Design spi_slave_io, sky130hd; sources not shown.
met2.png
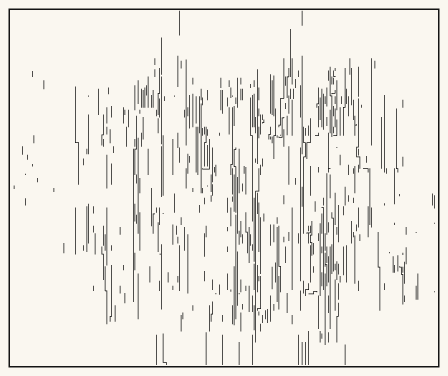
main direction: vertical
longest straight run: 42.5 um
share of all routed wire: 41%
nets with wire on the layer: 264
wire length on this layer: 2800 um
wirelength, routed: 6910 um
routed vias: 2064
routing usage on met2: 17.1%

gate_families.png
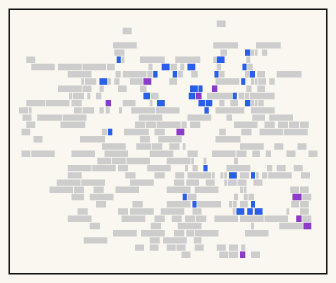
[AND and OR gates] purple | cells: 9
[inverting AOI/OAI gates] blue | cells: 32
fraction of area in multi-input gates: 33.9%
most frequent logic cell in the layout: dfrtp_1
Non-Filler Instances: 428

met3.png
Bar = 20 um.
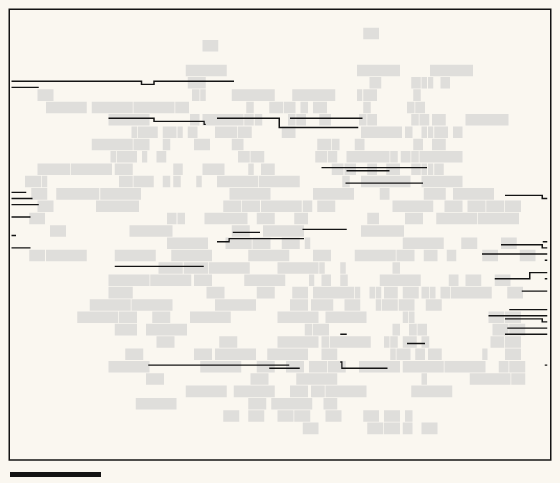
nets with wire on the layer: 29
share of all routed wire: 5.9%
wire length on this layer: 407 um
longest straight run: 30.8 um
GRT met3 Usage: 4.82%

==> flow_summary.ini <==
; implementation run metrics
[outcome]
status = complete, no violations

[yosys]
ys_types = 50
async_reset_ff_share_pct = 100
dominantRegCellSynth = dfrtp_1
ys.flops = 64
avgSynthCellArea_um2 = 12.0
top_cell = dfrtp_1
edf_count = 0
synthCells = 250
ys_sh_adder_pct = 1.25
synthTopCellsByArea = dfrtp_1, dfstp_2, mux2_1
yosys_cells = 250
syn_area_um2 = 3010
aoi_share_pct = 10.4
yosys.area.top_type = dfrtp_1
top_cell_area_share_pct = 43.2
fp_nets = 277
synth-simple-area-share_pct = 13.8
mux_area_share_pct = 16.6
yosys_warnings = 6
yosysSeqAreaShare_pct = 53.7
synthXorXnorAreaFrac_pct = 0.540
yosys-top-cells-count = dfrtp_1, mux2_1, dfstp_2, nand3_1, nor2_1
synth.logic.top_family = multiplexers
synth_chip_area_um2 = 3010

[die]
die_y_um = 99
fp-utilization_pct = 29.8
coreArea_um2 = 10100
dieArea_um2 = 11800
rows = 33
tapCellCount = 140
boundaryPins = 35
die_w_um = 119

[cells_and_area]
num-nonclk-inverters = 9
seqCellArea_um2 = 1620
comb_cells = 164
fillerInstances = 979
comb_area_um2 = 1280
syn_to_final_growth_pct = 25.9
fin_nets = 310
num_antenna_cells = 0
stdcell_area_um2 = 3790
fin_util_pct = 37.5
signal_buffers = 35
ff_count = 64
lay_top_cells = dfrtp_1, clkdlybuf4s50_1, mux2_1, nand3_1, dfstp_2
nClkBuffers = 14
clock_tree_area_fraction_pct = 8.42
dominant_cells = registers
drive_gt1_share_pct = 15.6
layout.nonclk_buf_share_pct = 9.51
seq_share_pct = 42.7

[sta]
max_freq_mhz = 386
period_used_pct = 68.2
worst_slack_ns = 1.21
fin_setup_tns_ns = 0
slew_violations = 0
relSlewSlack_pct = 41.9
worstMarginPinSlew_ns = 0.871
post-route-min-period_ns = 2.59
setup_viol = 0
whs_ns = 0.247
hold_violations = 0
rsz0062_at_grt = false

[setup_path]
startpoint_type = register
cp_slowest_stage_delay_ns = 0.71
path_class = reg2out
critPathMaxFanout = 11
crit_chain = nand2b_1, inv_2, clkdlybuf4s50_1
cp.depth = 3
rr_worst_depth = 4
worst_setup_path_end_kind = primary output
arrival_ns = 2.11
worstPathRequired_ns = 3.32
crit_family = buffers and inverters
rrSetupSlack_ns = 1.58
crit_buf_inv = 2
slowest_stage = clkdlybuf4s50_1

[run]
warning_count = 27
maxCapViolations = 0

[drt]
wl_per_cell_um = 16.1
remaining_drc_errors = 0
drt_iter0_markers = 155
drt-met1-wl_um = 3620
avgViaCountPerCell = 4.82
top_layer = met4
drt_first_pass_iters = 4
wl_met3_um = 406
final_antenna_net_count = 0
met2_wirelength_um = 2800

[power_and_ir_drop]
p_seq_uw = 777
powerComb_uw = 165
pwr-share-clk_pct = 47.8
worst_ir_drop_vdd_mv = 0.164
power_switching_uw = 406
p_per_area_nw_per_um2 = 477
p_clk_uw = 864
seq_power_share_pct = 43.0
power-top-group = clock
p_int_mw = 1.40
design_power_total_mw = 1.81
p_comb_share_pct = 9.2
p_sw_share_pct = 22.5
p_leak_nw = 1.68

[global_routing]
grt_pass1_wl_um = 11800
grt_max_degree = 65
grt-ovfl-total = 0
grt_use_met1_pct = 19.1
antenna_found_initial = 0
grt.total_usage_pct = 12.9
grt_pass1_vias = 2121
top_usage_layer = met1

[cts]
cts_resized = 0
cts-htree-levels = 3
cts_buffers = 9
cts.sinks = 64
clk_pin_slew_worst_paths_ns = 0.05
clk_path_buf_depth = 2
tritoncts = yes
clk_latency_ns = 0.33
cts_root_buf = clkbuf_16
cts_setup_buffers = 0
hold_buffers = 0

[min_path]
hold_path_depth = 0
hold_path_class = reg2reg

[place]
dp_slack_ns = 1.33
io_buffers = 34
place.gp.congestion = 0.797
dp.cells = 412
postPlaceCellArea_um2 = 3470
hpwl_um = 4730
Power figures rest on the tool's default switching activity, not on a simulated workload.
